<file path="config.mk">
export PLATFORM = sky130hd
export DESIGN_NAME = dco_lock_ctrl
export DESIGN_NICKNAME = d
export VERILOG_FILES = /design/src/rtl/dco_lock_ctrl.sv
export SDC_FILE = /design/constraint.sdc
export NUM_CORES = 1
export LEC_CHECK = 0
export ABC_AREA = 0
export CAP_MARGIN = 30
export CORE_AREA = 8 8 111 113
export CTS_BUF_LIST = sky130_fd_sc_hd__clkbuf_16
export DETAILED_ROUTE_END_ITERATION = 6
export DIE_AREA = 0 0 119 121
export GPL_ROUTABILITY_DRIVEN = 0
export GPL_TIMING_DRIVEN = 0
export PLACE_DENSITY_LB_ADDON = 0.3
export REMOVE_ABC_BUFFERS = 1
export SLEW_MARGIN = 5
export SYNTH_ARGS = -nofsm -noshare
export SYNTH_HDL_FRONTEND = slang
export SYNTH_SLANG_ARGS = --single-unit
</file>
<file path="constraint.sdc">
create_clock -name clk -period 4.3 [get_ports clk]
set_input_delay 0.645 -clock clk [delete_from_list [all_inputs] [get_ports clk]]
set_output_delay 0.645 -clock clk [all_outputs]
set_load 0.05 [all_outputs]
</file>
<file path="src/rtl/dco_lock_ctrl.sv">
// DCO frequency-lock controller: SAR search over gated edge-count windows, then a verify window.
// Optional continuous tracking in LOCKED when DCO_LOCK_TRACK_EN is defined.
module dco_lock_ctrl #(
    parameter int CODE_W = 8,
    parameter int CNT_W  = 8,
    parameter int WINDOW = 256,
    parameter int SETTLE = 4,
    parameter int TOL    = 1
) (
    input  logic              clk,
    input  logic              rst_n,
    input  logic              start,
    input  logic              stop,
    input  logic [CNT_W-1:0]  target,
    input  logic              dco_in,
    output logic [CODE_W-1:0] dco_code,
    output logic              dco_en,
    output logic              busy,
    output logic              locked,
    output logic              lock_fail,
    output logic              done,
    output logic [CNT_W-1:0]  meas
);
    localparam int CYC_W = $clog2(SETTLE + WINDOW + 1);
    localparam int IDX_W = (CODE_W > 1) ? $clog2(CODE_W) : 1;
    localparam logic [CYC_W-1:0] SETTLE_LAST = CYC_W'(SETTLE - 1);
    localparam logic [CYC_W-1:0] WINDOW_LAST = CYC_W'(WINDOW - 1);
    localparam logic [CNT_W-1:0] TOL_C       = CNT_W'(TOL);
`ifdef DCO_LOCK_TRACK_EN
    localparam logic [CYC_W-1:0] SETTLE_END  = CYC_W'(SETTLE);
    localparam logic [CYC_W-1:0] TRACK_LAST  = CYC_W'(SETTLE + WINDOW - 1);
`endif

    typedef enum logic [2:0] {
        S_IDLE, S_SETTLE, S_MEASURE, S_DECIDE, S_VERIFY_S, S_VERIFY_M, S_LOCKED
    } state_t;

    state_t            state_q, state_d;
    logic [CODE_W-1:0] code_q, code_d, trial;
    logic [IDX_W-1:0]  idx_q, idx_d;
    logic [CYC_W-1:0]  cyc_q, cyc_d;
    logic [CNT_W-1:0]  cnt_q, cnt_d, cnt_next;
    logic [CNT_W-1:0]  meas_q, meas_d, tgt_q, tgt_d;
    logic              dco_q;
    logic              en_q, en_d, busy_q, busy_d, locked_q, locked_d;
    logic              fail_q, fail_d, done_q, done_d;
    logic              rise, counting, within_tol, launch;

    function automatic logic [CNT_W-1:0] sat_inc(input logic [CNT_W-1:0] v, input logic inc);
        sat_inc = (inc && (v != '1)) ? v + CNT_W'(1) : v;
    endfunction

    // Difference taken one bit wider than the operands so it never wraps.
    function automatic logic [CNT_W-1:0] abs_diff(input logic [CNT_W-1:0] a,
                                                  input logic [CNT_W-1:0] b);
        logic signed [CNT_W:0] d;
        d = $signed({1'b0, a}) - $signed({1'b0, b});
        abs_diff = d[CNT_W] ? CNT_W'(-d) : CNT_W'(d);
    endfunction

    assign rise       = dco_in & ~dco_q;
    assign cnt_next   = sat_inc(cnt_q, rise);
    assign within_tol = (abs_diff(cnt_next, tgt_q) <= TOL_C);
    assign launch     = start && ((state_q == S_IDLE) || (state_q == S_LOCKED));
`ifdef DCO_LOCK_TRACK_EN
    assign counting = (state_q == S_MEASURE) || (state_q == S_VERIFY_M) ||
                      ((state_q == S_LOCKED) && (cyc_q >= SETTLE_END));
`else
    assign counting = (state_q == S_MEASURE) || (state_q == S_VERIFY_M);
`endif

    always_comb begin
        state_d  = state_q;
        code_d   = code_q;
        trial    = code_q;
        idx_d    = idx_q;
        cyc_d    = cyc_q;
        cnt_d    = counting ? cnt_next : cnt_q;
        meas_d   = meas_q;
        tgt_d    = tgt_q;
        en_d     = en_q;
        busy_d   = busy_q;
        locked_d = locked_q;
        fail_d   = fail_q;
        done_d   = 1'b0;

        case (state_q)
            S_SETTLE, S_VERIFY_S: begin
                if (cyc_q == SETTLE_LAST) begin
                    cyc_d   = '0;
                    cnt_d   = '0;
                    state_d = (state_q == S_SETTLE) ? S_MEASURE : S_VERIFY_M;
                end else begin
                    cyc_d = cyc_q + 1'b1;
                end
            end
            S_MEASURE: begin
                if (cyc_q == WINDOW_LAST) begin
                    cyc_d   = '0;
                    meas_d  = cnt_next;
                    state_d = S_DECIDE;
                end else begin
                    cyc_d = cyc_q + 1'b1;
                end
            end
            S_DECIDE: begin
                // Too few edges means the DCO is too slow: lower the code.
                if (meas_q < tgt_q) trial[idx_q] = 1'b0;
                if (idx_q != '0) begin
                    trial[idx_q - 1'b1] = 1'b1;
                    idx_d   = idx_q - 1'b1;
                    state_d = S_SETTLE;
                end else begin
                    state_d = S_VERIFY_S;
                end
                code_d = trial;
            end
            S_VERIFY_M: begin
                if (cyc_q == WINDOW_LAST) begin
                    cyc_d    = '0;
                    meas_d   = cnt_next;
                    locked_d = within_tol;
                    fail_d   = ~within_tol;
                    busy_d   = 1'b0;
                    done_d   = 1'b1;
                    state_d  = S_LOCKED;
                end else begin
                    cyc_d = cyc_q + 1'b1;
                end
            end
`ifdef DCO_LOCK_TRACK_EN
            S_LOCKED: begin
                if (cyc_q == TRACK_LAST) begin
                    cyc_d    = '0;
                    meas_d   = cnt_next;
                    locked_d = within_tol;
                    if (within_tol) begin
                        fail_d = 1'b0;
                    end else if ((cnt_next > tgt_q) && (code_q != '1)) begin
                        code_d = code_q + 1'b1;
                    end else if ((cnt_next < tgt_q) && (code_q != '0)) begin
                        code_d = code_q - 1'b1;
                    end
                end else begin
                    if (cyc_q == SETTLE_LAST) cnt_d = '0;
                    cyc_d = cyc_q + 1'b1;
                end
            end
`endif
            default: ;
        endcase

        if (launch) begin
            tgt_d    = target;
            idx_d    = IDX_W'(CODE_W - 1);
            code_d   = {1'b1, {(CODE_W-1){1'b0}}};
            en_d     = 1'b1;
            busy_d   = 1'b1;
            locked_d = 1'b0;
            fail_d   = 1'b0;
            cyc_d    = '0;
            cnt_d    = '0;
            state_d  = S_SETTLE;
        end

        // Abort wins over everything; code and last measurement are kept.
        if (stop) begin
            state_d  = S_IDLE;
            code_d   = code_q;
            meas_d   = meas_q;
            cyc_d    = '0;
            en_d     = 1'b0;
            busy_d   = 1'b0;
            locked_d = 1'b0;
            fail_d   = 1'b0;
            done_d   = 1'b0;
        end
    end

    always_ff @(posedge clk or negedge rst_n) begin
        if (!rst_n) begin
            state_q  <= S_IDLE;
            code_q   <= '0;
            idx_q    <= '0;
            cyc_q    <= '0;
            cnt_q    <= '0;
            meas_q   <= '0;
            tgt_q    <= '0;
            dco_q    <= 1'b0;
            en_q     <= 1'b0;
            busy_q   <= 1'b0;
            locked_q <= 1'b0;
            fail_q   <= 1'b0;
            done_q   <= 1'b0;
        end else begin
            state_q  <= state_d;
            code_q   <= code_d;
            idx_q    <= idx_d;
            cyc_q    <= cyc_d;
            cnt_q    <= cnt_d;
            meas_q   <= meas_d;
            tgt_q    <= tgt_d;
            dco_q    <= dco_in;
            en_q     <= en_d;
            busy_q   <= busy_d;
            locked_q <= locked_d;
            fail_q   <= fail_d;
            done_q   <= done_d;
        end
    end

    assign dco_code  = code_q;
    assign dco_en    = en_q;
    assign busy      = busy_q;
    assign locked    = locked_q;
    assign lock_fail = fail_q;
    assign done      = done_q;
    assign meas      = meas_q;

endmodule

</file>
==> impl_metrics.xml, run 1 <==
<?xml version="1.0" encoding="UTF-8"?>
<metrics>
  <group name="run_status">
    <metric name="run_status" unit="">finished, final reports clean</metric>
  </group>
  <group name="final_timing">
    <metric name="maximum_operating_frequency" unit="MHz">249</metric>
    <metric name="final_hold_viols" unit="">0</metric>
    <metric name="finalSetupViolations" unit="">0</metric>
    <metric name="grt_setup_unrepaired" unit="">false</metric>
    <metric name="finClkSkew" unit="ps">6.72</metric>
    <metric name="finalMaxSlewViolations" unit="">0</metric>
    <metric name="slew_headroom" unit="%">44.1</metric>
    <metric name="fin_crit" unit="ps">4010</metric>
    <metric name="worst_pin_slew" unit="ps">838</metric>
    <metric name="final_worst_path_cycle_share" unit="%">93.4</metric>
  </group>
  <group name="final_layout">
    <metric name="area_growth" unit="%">17.7</metric>
    <metric name="antenna-diode-count" unit="">0</metric>
    <metric name="final_common_cell" unit="">sky130_fd_sc_hd__dfrtp_1</metric>
    <metric name="layout-drive-gt1-share" unit="%">6.82</metric>
    <metric name="num-nets-final" unit="">476</metric>
    <metric name="lay_top_cells" unit="">53 x sky130_fd_sc_hd__dfrtp_1, 44 x sky130_fd_sc_hd__nor2_1, 42 x sky130_fd_sc_hd__nand2_1</metric>
    <metric name="fillCellCount" unit="">1070</metric>
    <metric name="utilization_after_layout" unit="%">39.8</metric>
    <metric name="postLayoutCellArea" unit="um^2">4220</metric>
  </group>
  <group name="logic_synthesis">
    <metric name="ys_async_sr_fraction" unit="%">100</metric>
    <metric name="netlist_area" unit="um^2">3580</metric>
    <metric name="ys_cells" unit="">410</metric>
    <metric name="synth-edff-count" unit="">0</metric>
    <metric name="yosys.cell_types.count" unit="">64</metric>
    <metric name="synth_seq_share" unit="%">37.0</metric>
    <metric name="numSynthFlops" unit="">53</metric>
    <metric name="flop_cell" unit="">sky130_fd_sc_hd__dfrtp_1</metric>
    <metric name="synth.yosys.chip_area" unit="um^2">3580</metric>
    <metric name="gate_count_post_synth" unit="">410</metric>
    <metric name="syn-mean-instance-area" unit="um^2">8.74</metric>
    <metric name="yosys_warnings" unit="">0</metric>
  </group>
  <group name="place">
    <metric name="place.detailed.hpwl" unit="mm">6.47</metric>
    <metric name="io_buffers" unit="">33</metric>
    <metric name="placedInstanceArea" unit="um^2">4030</metric>
  </group>
  <group name="clocking">
    <metric name="worst_setup_hold_path_clk_slew" unit="ps">70</metric>
    <metric name="number_of_clock_buffers_inserted_by_tritoncts" unit="">5</metric>
    <metric name="clock_insertion_delay_worst_skew" unit="ps">300</metric>
    <metric name="tritoncts" unit="">built</metric>
    <metric name="cts.repair.resized" unit="">0</metric>
    <metric name="ctsHtreeMaxLevel" unit="">2</metric>
    <metric name="post-cts-setup-buffers" unit="">0</metric>
    <metric name="cts_root_buf" unit="">sky130_fd_sc_hd__clkbuf_16</metric>
    <metric name="clk_path_buf_depth" unit="">2</metric>
    <metric name="clkSinkCount" unit="">53</metric>
    <metric name="cts-hold-fix-buffers" unit="">0</metric>
  </group>
  <group name="run">
    <metric name="warnings" unit="">28</metric>
    <metric name="drv.max_cap_violation_count" unit="">0</metric>
  </group>
  <group name="die">
    <metric name="die_w" unit="um">119</metric>
    <metric name="chip_area" unit="um^2">14400</metric>
    <metric name="floorplan.core_area" unit="um^2">10600</metric>
    <metric name="floorplan.rows" unit="">38</metric>
    <metric name="initCoreUtil" unit="%">33.8</metric>
    <metric name="die_h" unit="um">121</metric>
    <metric name="ios" unit="">34</metric>
  </group>
  <group name="grt">
    <metric name="antenna_found_initial" unit="">0</metric>
    <metric name="globalRouteMet3Util" unit="%">2.14</metric>
    <metric name="grt.met2_usage" unit="%">19.9</metric>
    <metric name="grt_pass1_vias" unit="">2903</metric>
    <metric name="maximum_number_of_pins_on_one_net_before_global_route_repair" unit="">37</metric>
    <metric name="global_route.peak_usage_layer" unit="">met2</metric>
    <metric name="grt_overflow_total" unit="">0</metric>
    <metric name="globalRouteMet1Util" unit="%">15.3</metric>
    <metric name="globalRouteTotalUtil" unit="%">12.0</metric>
    <metric name="grt_first_pass_wirelength" unit="mm">14.3</metric>
  </group>
  <group name="critical_path">
    <metric name="crit_required" unit="ps">4530</metric>
    <metric name="crit_path_start_kind" unit="">flip-flop</metric>
    <metric name="cp_data_arrival_time" unit="ps">4250</metric>
    <metric name="crit_fanout" unit="">13</metric>
    <metric name="kind_of_end_point_of_the_critical_path" unit="">flip-flop</metric>
    <metric name="setup.worst_path.class" unit="">reg -&gt; reg</metric>
  </group>
  <group name="drt">
    <metric name="detailedRoute.firstIterationViolations" unit="">110</metric>
    <metric name="detail_route.wirelength" unit="mm">8.59</metric>
    <metric name="vias" unit="">3047</metric>
    <metric name="detail-route-antenna-nets" unit="">0</metric>
    <metric name="via_per_inst" unit="">5.25</metric>
    <metric name="highest_layer" unit="">met4</metric>
    <metric name="met3RoutedLength" unit="um">256</metric>
    <metric name="drt-pass1-iter-count" unit="">4</metric>
    <metric name="post-route-drc-count" unit="">0</metric>
    <metric name="routedWlPerCell" unit="um">14.8</metric>
    <metric name="wl_met1" unit="mm">4.08</metric>
    <metric name="detailroute.wirelength.met2" unit="mm">4.13</metric>
  </group>
  <group name="power">
    <metric name="power.total" unit="mW">1.79</metric>
    <metric name="cellPowerDensity" unit="nW/um^2">425</metric>
    <metric name="vdd_ir_drop_max" unit="V">0.000220</metric>
    <metric name="leakagePower" unit="nW">1.86</metric>
  </group>
  <group name="min_path">
    <metric name="hold_path_class" unit="">in -&gt; async</metric>
  </group>
</metrics>
[run 1: critical path: stages (launching register included)]
cell and delay (ps):
sky130_fd_sc_hd__dfrtp_1 430, sky130_fd_sc_hd__ha_1 260, sky130_fd_sc_hd__nand3_1 80, sky130_fd_sc_hd__nor2_1 70
sky130_fd_sc_hd__nor3b_4 350, sky130_fd_sc_hd__nand4_1 260, sky130_fd_sc_hd__xnor2_1 340, sky130_fd_sc_hd__ha_1 430
sky130_fd_sc_hd__nand2b_1 210, sky130_fd_sc_hd__or4_4 420, sky130_fd_sc_hd__a311oi_2 290, sky130_fd_sc_hd__a21oi_2 90
sky130_fd_sc_hd__nand2_1 80, sky130_fd_sc_hd__a32oi_1 70, sky130_fd_sc_hd__nor4_2 380, sky130_fd_sc_hd__a32o_1 190
[run 1: final timing paths]
path	start	to	slack [ps]	depth (start not counted)
worst max-delay path	cnt_q[0]	locked	290	15
worst min-delay path	rst_n	dco_en	280	1
worst max register to register	cnt_q[0]	locked	290	15
worst min register to register	cyc_q[0]	cyc_q[0]	520	1
max in group asynchronous	rst_n	meas[2]	3480	2
min in group clk	cyc_q[0]	cyc_q[0]	520	1
[run 1: through the flow]
step | std cells | hold WS [ps] | TNS [ps] | setup WS, ps
6_report | 580 | 280 | 0 | 285
3_5_place_dp | 571 | 518 | -238 | -132
4_1_cts | 579 | 294 | 0 | 176
5_1_grt | 580 | 316 | 0 | 83.1
3_3_place_gp | 570 | 508 | -153 | -82.0
2_1_floorplan | 397 | 349 | 0 | 821
[run 1: state kept, by name, indices dropped and copies added, names as in the netlist]
signal	count
state_q	3
cnt_q	8
lock_fail	1
cyc_q	9
idx_q	3
locked	1
dco_code	8
tgt_q	8
meas	8
dco_en	1
dco_q	1
done	1
busy	1
[run 1: cells in the mapped netlist, drive strengths merged (2+ instances only)]
library cell	n	area (um^2)
and3b	2	17.5
nor2	44	165
mux2i	5	50.1
a21oi	33	169
inv	21	78.8
nand3b	3	22.5
nand3	10	55.1
xnor2	14	123
and3	4	25.0
dfrtp	53	1330
nand2	42	158
or3	5	31.3
clkbuf	5	18.8
nor3b	3	27.5
a21boi	2	15.0
a31oi	3	18.8
o22ai	5	31.3
nand2b	9	56.3
a21o	4	30.0
o211ai	4	30.0
nor4	4	31.3
nand4	6	37.5
buf	7	45.0
nor2b	3	18.8
or2	4	25.0
mux2	7	78.8
o21ai	25	129
and2	2	12.5
o31ai	2	15.0
a211oi	7	52.6
xor2	13	114
nor4b	2	17.5
nand4b	2	17.5
ha	23	288
nor3	14	70.1
[run 1: layout make-up]
type / instances / area, um^2 / area share, %
tap: 140 / 175 / 4.16
inverter: 21 / 78.8 / 1.87
sequential: 53 / 1330 / 31.5
clock inverter: 3 / 50.0 / 1.19
clock buffer: 5 / 125 / 2.97
multi-input combinational: 323 / 2110 / 50.0
timing repair buffer: 35 / 350 / 8.31
[run 1: power by group]
group	switching [mW]	internal, mW
Sequential	0.0370	0.545
Clock	0.204	0.280
Combinational	0.435	0.292
[run 1: cells by family after synthesis]
family,synth area share [%]
AOI/OAI and AO/OA,17.2
xor gates and xnor gates,6.60
adders and majority gates,8.59
buffers and inverters,4.26
DFF,37.0
muxes,3.60
and+or+nand+nor,22.8
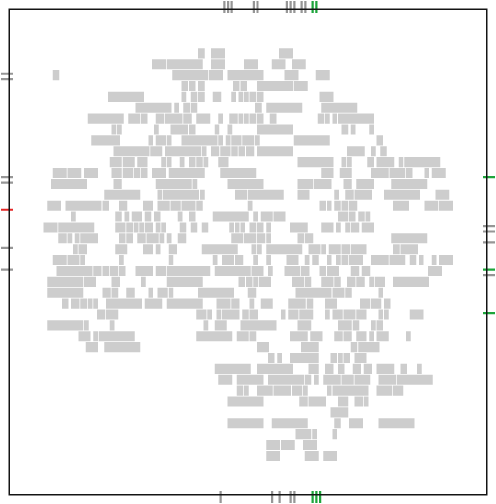
(run_1/pinout.png)
(4 px per um) Pins as bars across the die edge, other pins in grey.
[red] busy | pins: 1 | direction: output | edge: left
[green] target | pins: 8 | direction: input | edge: 3 bottom, 3 right, 2 top

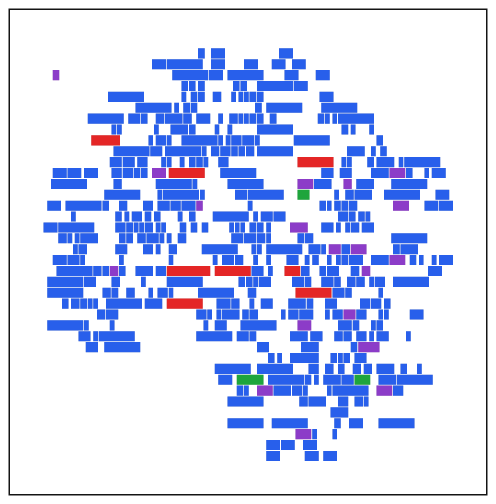
(run_1/sizing.png)
(4 px per um)
[green] x3 and x4 | cells: 3
[blue] x1 and smaller | cells: 410
[red] x6 and larger | cells: 8
[purple] x2 | cells: 19

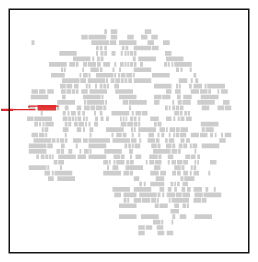
(run_1/port_trees.png)
(2 px per um)
[red] busy | bits: 1 | direction: output | edge: left | end cells: 1 | buffers: 1 | wire: 27.8 um

==> run 2, diff against run 1 <==
==> constraint.sdc (replaced) <==
create_clock -name clk -period 4.76 [get_ports clk]
set_input_delay 0.714 -clock clk [delete_from_list [all_inputs] [get_ports clk]]
set_output_delay 0.714 -clock clk [all_outputs]
set_load 0.05 [all_outputs]
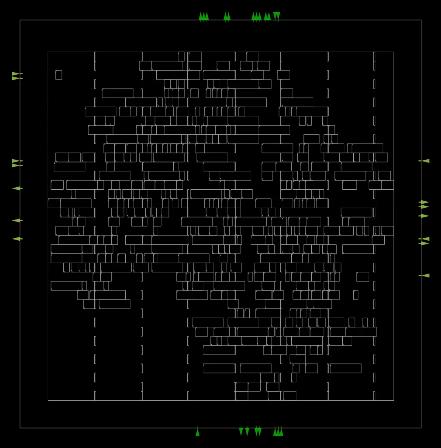
(run_2/placed.png)
non-filler cells, final: 580
flip-flop and latch share of the layout cell area: 31.5%
Cell Rows: 38

==> run 2 against run 1 <==
- cell area decreased by 0.15%
- synthesized area unchanged
- critical path depth decreased by 2
- combinational power decreased by 9.9%
- worst setup slack improved by 330 ps
- clock power decreased by 9.9%
- synthesized cell count unchanged
- non-clock buffer count unchanged
- flip-flop count unchanged
- power decreased by 9.8%
==> impl_metrics.xml, run 2 <==
<?xml version="1.0" encoding="UTF-8"?>
<metrics>
  <group name="run_status">
    <metric name="run_status" unit="">finished, final reports clean</metric>
  </group>
  <group name="place">
    <metric name="dpl.cell_count" unit="">571</metric>
    <metric name="io_buffers" unit="">33</metric>
  </group>
  <group name="die">
    <metric name="die_w" unit="um">119</metric>
    <metric name="initCoreUtil" unit="%">33.8</metric>
    <metric name="ios" unit="">34</metric>
    <metric name="floorplan.core_area" unit="um^2">10600</metric>
    <metric name="die_h" unit="um">121</metric>
    <metric name="chip_area" unit="um^2">14400</metric>
  </group>
  <group name="clocking">
    <metric name="ctsHtreeMaxLevel" unit="">2</metric>
    <metric name="tritoncts" unit="">built</metric>
    <metric name="number_of_clock_buffers_inserted_by_tritoncts" unit="">5</metric>
    <metric name="clkSinkCount" unit="">53</metric>
    <metric name="cts.repair.resized" unit="">0</metric>
    <metric name="post-cts-setup-buffers" unit="">0</metric>
    <metric name="cts_root_buf" unit="">sky130_fd_sc_hd__clkbuf_16</metric>
    <metric name="clock_insertion_delay_worst_skew" unit="ps">300</metric>
    <metric name="worst_setup_hold_path_clk_slew" unit="ps">70</metric>
    <metric name="clk_path_buf_depth" unit="">2</metric>
  </group>
  <group name="final_timing">
    <metric name="final_hold_viols" unit="">0</metric>
    <metric name="final_worst_path_cycle_share" unit="%">87.0</metric>
    <metric name="fin_tns_setup" unit="ps">0</metric>
    <metric name="grt_setup_unrepaired" unit="">false</metric>
    <metric name="worst_pin_slew" unit="ps">848</metric>
    <metric name="finalSetupViolations" unit="">0</metric>
    <metric name="hold_ws" unit="ps">350</metric>
    <metric name="finalMaxSlewViolations" unit="">0</metric>
    <metric name="finClkSkew" unit="ps">6.69</metric>
    <metric name="maximum_operating_frequency" unit="MHz">241</metric>
    <metric name="slew_headroom" unit="%">43.5</metric>
    <metric name="fin_crit" unit="ps">4140</metric>
  </group>
  <group name="logic_synthesis">
    <metric name="most_repeated_cell_in_the_gate_level_netlist_after_synthesis" unit="">sky130_fd_sc_hd__dfrtp_1</metric>
    <metric name="synth-edff-count" unit="">0</metric>
    <metric name="yosys.cell_types.count" unit="">64</metric>
    <metric name="numSynthFlops" unit="">53</metric>
    <metric name="ys_cells" unit="">410</metric>
    <metric name="yosys.area.top_type_share" unit="%">37.0</metric>
    <metric name="synth_seq_share" unit="%">37.0</metric>
    <metric name="synth.top_cells.by_count" unit="">53 x sky130_fd_sc_hd__dfrtp_1, 44 x sky130_fd_sc_hd__nor2_1, 42 x sky130_fd_sc_hd__nand2_1</metric>
    <metric name="netlist_area" unit="um^2">3580</metric>
    <metric name="syn-mean-instance-area" unit="um^2">8.74</metric>
    <metric name="netlist.top_cell.by_area" unit="">sky130_fd_sc_hd__dfrtp_1</metric>
    <metric name="gate_count_post_synth" unit="">410</metric>
    <metric name="flop_cell" unit="">sky130_fd_sc_hd__dfrtp_1</metric>
    <metric name="synth.top_cells.by_area" unit="">sky130_fd_sc_hd__dfrtp_1 37%, sky130_fd_sc_hd__ha_1 8.0%, sky130_fd_sc_hd__nor2_1 4.6%</metric>
    <metric name="yosys_warnings" unit="">0</metric>
    <metric name="ys_async_sr_fraction" unit="%">100</metric>
  </group>
  <group name="power">
    <metric name="p_int" unit="mW">1.01</metric>
    <metric name="switching_share" unit="%">37.6</metric>
    <metric name="vdd_ir_drop_max" unit="V">0.000198</metric>
    <metric name="cellPowerDensity" unit="nW/um^2">384</metric>
    <metric name="share_clk_of_total_power" unit="%">27.0</metric>
    <metric name="combPwrFrac" unit="%">40.5</metric>
    <metric name="p_switching" unit="mW">0.608</metric>
  </group>
  <group name="critical_path">
    <metric name="critPathCapture" unit="">locked</metric>
    <metric name="cp_data_arrival_time" unit="ps">4380</metric>
    <metric name="crit_fanout" unit="">13</metric>
    <metric name="setup.worst_path.class" unit="">in -&gt; reg</metric>
    <metric name="kind_of_end_point_of_the_critical_path" unit="">flip-flop</metric>
    <metric name="setup.reg_to_reg.worst_slack" unit="ps">690</metric>
    <metric name="reg2reg_to" unit="">locked</metric>
    <metric name="crit_required" unit="ps">4990</metric>
    <metric name="crit_path_start_kind" unit="">input port</metric>
    <metric name="worstRegToRegCells" unit="">15</metric>
    <metric name="worstSetupStartpoint" unit="">dco_in</metric>
  </group>
  <group name="final_layout">
    <metric name="lay_top_cells" unit="">53 x sky130_fd_sc_hd__dfrtp_1, 44 x sky130_fd_sc_hd__nor2_1, 42 x sky130_fd_sc_hd__nand2_1</metric>
    <metric name="antenna-diode-count" unit="">0</metric>
    <metric name="layout-drive-gt1-share" unit="%">6.82</metric>
    <metric name="largest_register_ffs" unit="">9</metric>
    <metric name="num-nets-final" unit="">476</metric>
    <metric name="final_common_cell" unit="">sky130_fd_sc_hd__dfrtp_1</metric>
    <metric name="utilization_after_layout" unit="%">39.7</metric>
    <metric name="area_growth" unit="%">17.5</metric>
  </group>
  <group name="min_path">
    <metric name="hold_path_class" unit="">in -&gt; async</metric>
  </group>
  <group name="drt">
    <metric name="detail-route-antenna-nets" unit="">0</metric>
    <metric name="post-route-drc-count" unit="">0</metric>
    <metric name="drt-pass1-iter-count" unit="">4</metric>
    <metric name="routedWlPerCell" unit="um">14.8</metric>
    <metric name="via_per_inst" unit="">5.26</metric>
    <metric name="vias" unit="">3049</metric>
    <metric name="detailedRoute.firstIterationViolations" unit="">104</metric>
    <metric name="detail_route.wirelength" unit="mm">8.57</metric>
  </group>
  <group name="grt">
    <metric name="grt_overflow_total" unit="">0</metric>
    <metric name="grt_first_pass_wirelength" unit="mm">14.3</metric>
    <metric name="maximum_number_of_pins_on_one_net_before_global_route_repair" unit="">37</metric>
    <metric name="globalRouteTotalUtil" unit="%">12.0</metric>
    <metric name="antenna_found_initial" unit="">0</metric>
    <metric name="grt_pass1_vias" unit="">2903</metric>
  </group>
  <group name="run">
    <metric name="drv.max_cap_violation_count" unit="">0</metric>
    <metric name="warnings" unit="">28</metric>
  </group>
</metrics>
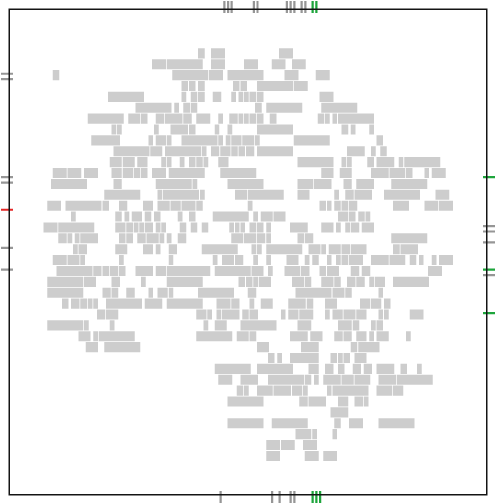
(run_2/pinout.png)
(4 px per um) Pins as bars across the die edge, other pins in grey.
[green] target | pins: 8 | direction: input | edge: 3 bottom, 3 right, 2 top
[red] busy | pins: 1 | direction: output | edge: left
all pins by edge: 12 top, 8 bottom, 7 left, 7 right

[run 2: logic make-up after synthesis]
family | Yosys count | synth area share [%]
simple gates | 162 | 22.8
fa+ha+maj | 24 | 8.59
buf+inv | 34 | 4.26
flops | 53 | 37.0
compound gates | 98 | 17.2
mux | 12 | 3.60
xor+xnor | 27 | 6.60
[run 2: how the worst min path moves through the flow]
stage	start	end	cells after the start
5_1_grt	rst_n	dco_en	1
6_report	rst_n	dco_en	1
2_1_floorplan	rst_n	busy	0
3_3_place_gp	cyc_q[0]	cyc_q[0]	1
4_1_cts	rst_n	dco_en	1
3_5_place_dp	cyc_q[0]	cyc_q[0]	1
[run 2: cell type report]
cell class | instances | area [um^2]
repair buffers | 35 | 350
clock inverters | 3 | 50.0
inverters | 21 | 78.8
clock buffers | 5 | 125
well taps | 140 | 175
multi-input cells | 323 | 2100
fillers | 1072 | 6390
flip-flops and latches | 53 | 1330
[run 2: routing by layer]
metal / part of all wire [%] / GRT usage (%)
met5: 0 / 0
met4: 1.4 / 4.19
met3: 2.9 / 2.14
met2: 48 / 19.9
met1: 47 / 15.3
[run 2: worst max-delay path, stage by stage]
cell                              delay (ps)
sky130_fd_sc_hd__clkdlybuf4s50_1         470
sky130_fd_sc_hd__nor3b_2                 410
sky130_fd_sc_hd__nand4_1                 270
sky130_fd_sc_hd__xnor2_1                 340
sky130_fd_sc_hd__ha_1                    430
sky130_fd_sc_hd__nand2b_1                210
sky130_fd_sc_hd__or4_4                   420
sky130_fd_sc_hd__a311oi_2                290
sky130_fd_sc_hd__a21oi_2                  90
sky130_fd_sc_hd__nand2_1                  80
sky130_fd_sc_hd__a32oi_1                  70
sky130_fd_sc_hd__nor4_2                  380
sky130_fd_sc_hd__a32o_1                  190
[run 2: power groups by stage]
stage / combinational [mW] / sequential [mW] / clock, mW
finish: 0.654 / 0.526 / 0.436
global route: 0.730 / 0.531 / 0.465
CTS: 0.653 / 0.526 / 0.447
detailed placement: 0.647 / 0.535 / 0
global placement: 0.631 / 0.535 / 0
floorplan: 0.490 / 0.539 / 0
[run 2: stage by stage]
stage | instance area, um^2 | setup WS, ps | power [mW]
floorplan | 3510 | 1280 | 1.03
global placement | 4010 | 309 | 1.17
detailed placement | 4030 | 259 | 1.18
CTS | 4200 | 572 | 1.63
global route | 4210 | 401 | 1.73
finish | 4210 | 617 | 1.62
Power and IR drop assume default switching activity.
